`src/rtl/cpu_pkg.sv`:
```
// Shared processor-datapath definitions: address width, PC reset address and address type.
package cpu_pkg;
  localparam int ADDR_W   = 8;
  localparam int PC_RESET = 0;

  typedef logic [ADDR_W-1:0] addr_t;
endpackage

```
`src/rtl/pc_parity_gen.sv`:
```
// Combinational even-parity generator (XOR-reduce) for a PC-sized word.
module pc_parity_gen
  import cpu_pkg::*;
#(
  parameter int DATA_WIDTH = ADDR_W
) (
  input  logic [DATA_WIDTH-1:0] data,
  output logic                  parity
);
  assign parity = ^data;
endmodule

```
`src/rtl/program_counter.sv`:
```
// Program-counter register: loads pc_in on every rising edge, asynchronous active-high reset.
// Optional registered parity output pc_par when the macro PC_PARITY_EN is defined.
module program_counter
  import cpu_pkg::*;
#(
  parameter int          DATA_WIDTH  = ADDR_W,
  parameter int unsigned RESET_VALUE = PC_RESET
) (
  input  logic                  clk,
  input  logic                  rst_n,
  input  logic [DATA_WIDTH-1:0] pc_in,
  output logic [DATA_WIDTH-1:0] pc_out
`ifdef PC_PARITY_EN
  ,
  output logic                  pc_par
`endif
);
  // rst_n is active-high despite its name; it keeps the established port name.
  localparam logic [DATA_WIDTH-1:0] RESET_PC = DATA_WIDTH'(RESET_VALUE);

`ifdef PC_PARITY_EN
  localparam logic RESET_PAR = ^RESET_PC;

  logic par_next;

  pc_parity_gen #(
    .DATA_WIDTH(DATA_WIDTH)
  ) u_parity (
    .data  (pc_in),
    .parity(par_next)
  );
`endif

  always_ff @(posedge clk or posedge rst_n) begin
    if (rst_n) begin
      pc_out <= RESET_PC;
`ifdef PC_PARITY_EN
      pc_par <= RESET_PAR;
`endif
    end else begin
      pc_out <= pc_in;
`ifdef PC_PARITY_EN
      pc_par <= par_next;
`endif
    end
  end
endmodule

```
`config.mk`:
```
export PLATFORM = sky130hd
export DESIGN_NAME = program_counter
export DESIGN_NICKNAME = d
export VERILOG_FILES = /design/src/rtl/cpu_pkg.sv /design/src/rtl/pc_parity_gen.sv /design/src/rtl/program_counter.sv
export SDC_FILE = /design/constraint.sdc
export NUM_CORES = 1
export LEC_CHECK = 0
export CORE_AREA = 2 2 39 41
export CTS_BUF_LIST = sky130_fd_sc_hd__clkbuf_4 sky130_fd_sc_hd__clkbuf_8 sky130_fd_sc_hd__clkbuf_16
export CTS_CLUSTER_DIAMETER = 80
export CTS_CLUSTER_SIZE = 40
export DETAILED_ROUTE_END_ITERATION = 8
export DIE_AREA = 0 0 41 43
export PLACE_DENSITY = 0.43
export SLEW_MARGIN = 5
export SYNTH_ARGS = -nofsm -noshare
export SYNTH_HDL_FRONTEND = slang
export SYNTH_HIERARCHICAL = 1
export SYNTH_SLANG_ARGS = --single-unit
```
`constraint.sdc`:
```
create_clock -name clk -period 1 [get_ports clk]
set_clock_uncertainty 0.2 [all_clocks]
set_input_delay 0.1 -clock clk [delete_from_list [all_inputs] [get_ports clk]]
set_output_delay 0.1 -clock clk [all_outputs]
set_load 0.02 [all_outputs]
```
**Run 1: cell sizes after repair**

Drawn at 12 px/um.
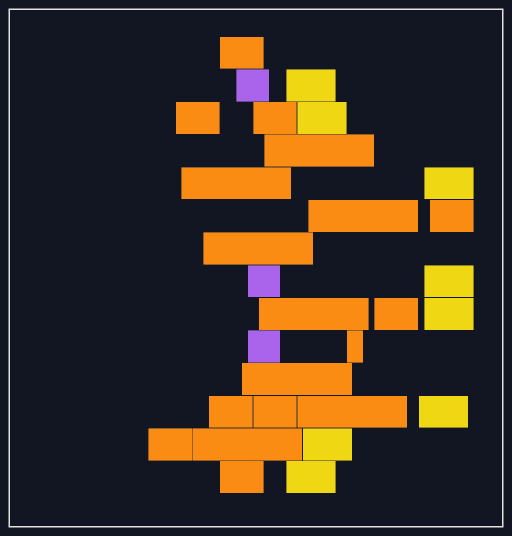
Key: yellow = x6 and larger [cells 8, share 28%]; orange = x1 and smaller [cells 18, share 62%]; purple = x3 and x4 [cells 3, share 10%]

**Run 1: cell density map**

Drawn at 8 px/um. 8 x 9 tiles, from black (low) to pale yellow (high), 0 to 100% covered.
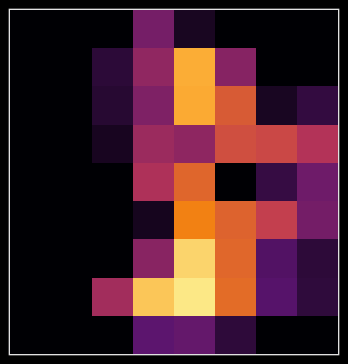
The mean over all tiles is 23%. 43% of the tiles are nearly empty. 6.9% of the tiles are over 75% full.

**Run 1: close-up of the layout**

Region (8, 9) to (33, 34) um. Cells in grey, sequential cells in the stronger grey; small squares are vias.
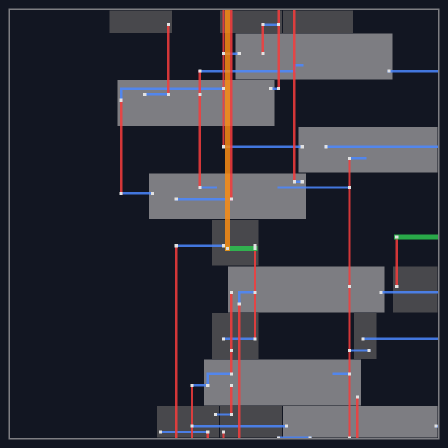
Key: green = M3; red = M2; orange = M4; blue = M1
Most frequent: dfrtp_1 (7), clkdlybuf4s50_1 (3), clkbuf_4 (2). Netlist names of flops here include `pc_out` (7). 13 logic cells have their middle in the window. Sequential cells in the window: 7.

==> impl_results.rst, run 1 <==
Flow metrics
------------

.. list-table::
   :header-rows: 1

   * - Metric
     - Value
   * - Result of the run
     - finished, violations left
   * - Logic family by area
     - buffers and inverters
   * - Final Instance Area
     - 427 um^2
   * - Count of input and output buffers
     - 17
   * - Cell at the root of the clock tree
     - clkbuf_4
   * - Number of standard-cell rows in the floorplan
     - 14
   * - Buffers plus inverters on the worst setup path
     - 1
   * - CTS clk-pin slew, worst paths
     - 50 ps
   * - Die Span Y
     - 43 um
   * - CTS tree
     - done
   * - Floorplan Core Area
     - 0.00138 mm^2
   * - Fp util
     - 14.7%
   * - Type of the most critical hold path
     - in -> async
   * - Hold slack final
     - -105 ps
   * - Number of antenna violations at the first check in global routing
     - 0
   * - Final WS setup
     - -48.5 ps
   * - Placed Instance Area
     - 394 um^2
   * - Starting DRT DRC Count
     - 0
   * - Violations in the final reports
     - negative hold slack, negative setup slack
   * - Number of max-cap violations
     - 0
   * - Final Hold Viols
     - 8
   * - Total setup violations reported at the end of the flow
     - 8
   * - Layout fillers
     - 143
run 1: area by class of cell:
type	instances	share of cell area (%)
flip-flops and latches	8	46.9
well taps	16	4.69
inverters	1	0.880
clock buffers	3	5.28
repair buffers	17	42.2
run 1: Yosys cell counts:
library cell / count / area, um^2
dfrtp_1: 8 / 200
inv_1: 1 / 3.75
run 1: layer usage:
layer  global-route usage, %  part of all wire, %  vias to the layer above
met2                    7.81                   60                        8
met4                    10.0                  3.4                        0
met3                    1.57                  5.9                        2
met1                    5.00                   30                       71
met5                       0                    0                        -
li1                        -                    -                       66
run 1: where the power goes:
group | switching, mW | internal, mW | total [mW]
logic | 0.0369 | 0.0611 | 0.0979
registers | 0.00734 | 0.341 | 0.348
clock network | 0.0981 | 0.137 | 0.235
total | 0.142 | 0.538 | 0.681
==> run 1 -> run 2 <==
--- a/config.mk
+++ b/config.mk
@@ -8,7 +8,6 @@
 export CORE_AREA = 2 2 39 41
 export CTS_BUF_LIST = sky130_fd_sc_hd__clkbuf_4 sky130_fd_sc_hd__clkbuf_8 sky130_fd_sc_hd__clkbuf_16
 export CTS_CLUSTER_DIAMETER = 80
-export CTS_CLUSTER_SIZE = 40
 export DETAILED_ROUTE_END_ITERATION = 8
 export DIE_AREA = 0 0 41 43
 export PLACE_DENSITY = 0.43
**Run 2: cell density map**

Drawn at 8 px/um. 8 x 9 tiles, from black (low) to pale yellow (high), 0 to 100% covered.
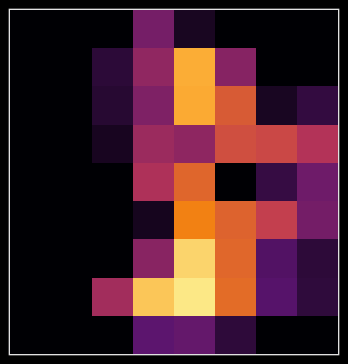
Floorplan Core Area: 0.00138 mm^2
Core Util, Final: 30.8%
fp util: 14.7%

**Run 2: close-up of the layout**

Region (8, 9) to (33, 34) um. Cells in grey, sequential cells in the stronger grey; small squares are vias.
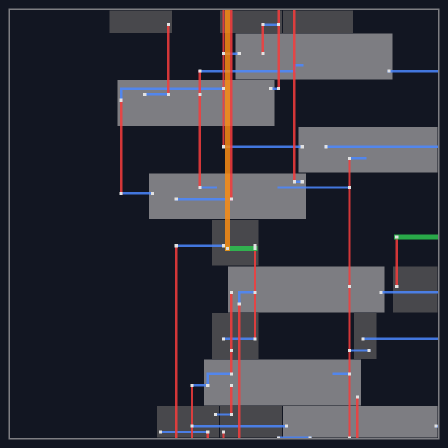
Key: red = M2; orange = M4; green = M3; blue = M1
Sequential cells in the window: 7. 13 logic cells have their middle in the window. Most frequent: dfrtp_1 (7), clkdlybuf4s50_1 (3), clkbuf_4 (2). Netlist names of flops here include `pc_out` (7).

==> run 2 against run 1 <==
  * The flow still finishes with violations (negative hold slack, negative setup slack)
  * Non-clock buffer count stayed put
  * Clock power hardly changed
  * Sequential power hardly changed
  * Worst hold slack stayed put
  * Sequential cell count stayed put
  * Core utilization stayed put
  * Fmax stayed put
  * Count of clock-buffer cells in the layout stayed put
==> impl_results.rst, run 2 <==
Flow metrics
------------

.. list-table::
   :header-rows: 1

   * - Metric
     - Value
   * - CTS tree
     - done
   * - Met1 routing resource usage after global routing
     - 5.00% (unchanged)
   * - Top power group
     - sequential cells
   * - CTS clk-pin slew, worst paths
     - 50 ps (about the same)
   * - Non-clock inverter total of the final layout
     - 1 (unchanged)
   * - Tapcells
     - 16 (unchanged)
   * - Comb/total area
     - 0% (unchanged)
   * - Number of standard-cell rows in the floorplan
     - 14 (unchanged)
   * - Final WS setup
     - -48.5 ps (unchanged)
   * - Final Instance Area
     - 427 um^2 (unchanged)
   * - Violations in the final reports
     - negative hold slack, negative setup slack
   * - Starting DRT DRC Count
     - 0 (unchanged)
   * - Final Hold Viols
     - 8 (unchanged)
   * - Cell taking the most area after synthesis
     - dfrtp_1
   * - Total setup violations reported at the end of the flow
     - 8 (unchanged)
   * - Portion of the layout cell area used by non-clock buffers
     - 42.2% (unchanged)
   * - Result of the run
     - finished, violations left
   * - Number of max-cap violations
     - 0 (unchanged)
   * - Most common reg cell
     - dfrtp_1
   * - Sequential power share
     - 51.1% (about the same)
   * - Hold slack final
     - -105 ps (unchanged)
   * - Count of flip-flops with a built-in enable after synthesis
     - 0 (unchanged)
   * - Switching fraction of total power
     - 20.9% (unchanged)
   * - Power share of the clock group
     - 34.5% (about the same)
   * - Type of the most critical hold path
     - in -> async
==> run 2: cell counts in the layout (fill, tap and decap cells not counted) <==
No cell type changed its count.
==> run 2: path summary, 6_finish.rpt <==
| path | start | end | slack, ps | cells after the start |
|---|---|---|---|---|
| worst max-delay path | pc_out[1]$_DFF_PP0_ | pc_out[1] | -50 | 1 |
| min in group clk | pc_in[4] | pc_out[4]$_DFF_PP0_ | 90 | 1 |
| max in group asynchronous | rst_n | pc_out[0]$_DFF_PP0_ | 480 | 2 |
| worst min-delay path | rst_n | pc_out[6]$_DFF_PP0_ | -100 | 2 |
==> run 2: kinds of logic after synthesis <==
group	Yosys count	synth area share, %
buffers and inverters	1	1.84
DFF	8	98.2
==> run 2: timing repair <==
action / CTS / global route
resized: 48 / 0
endpoints found under the setup margin: 8 / 8
hold endpoints to repair: 8 / 8
Power is estimated from default activity; no workload was simulated.
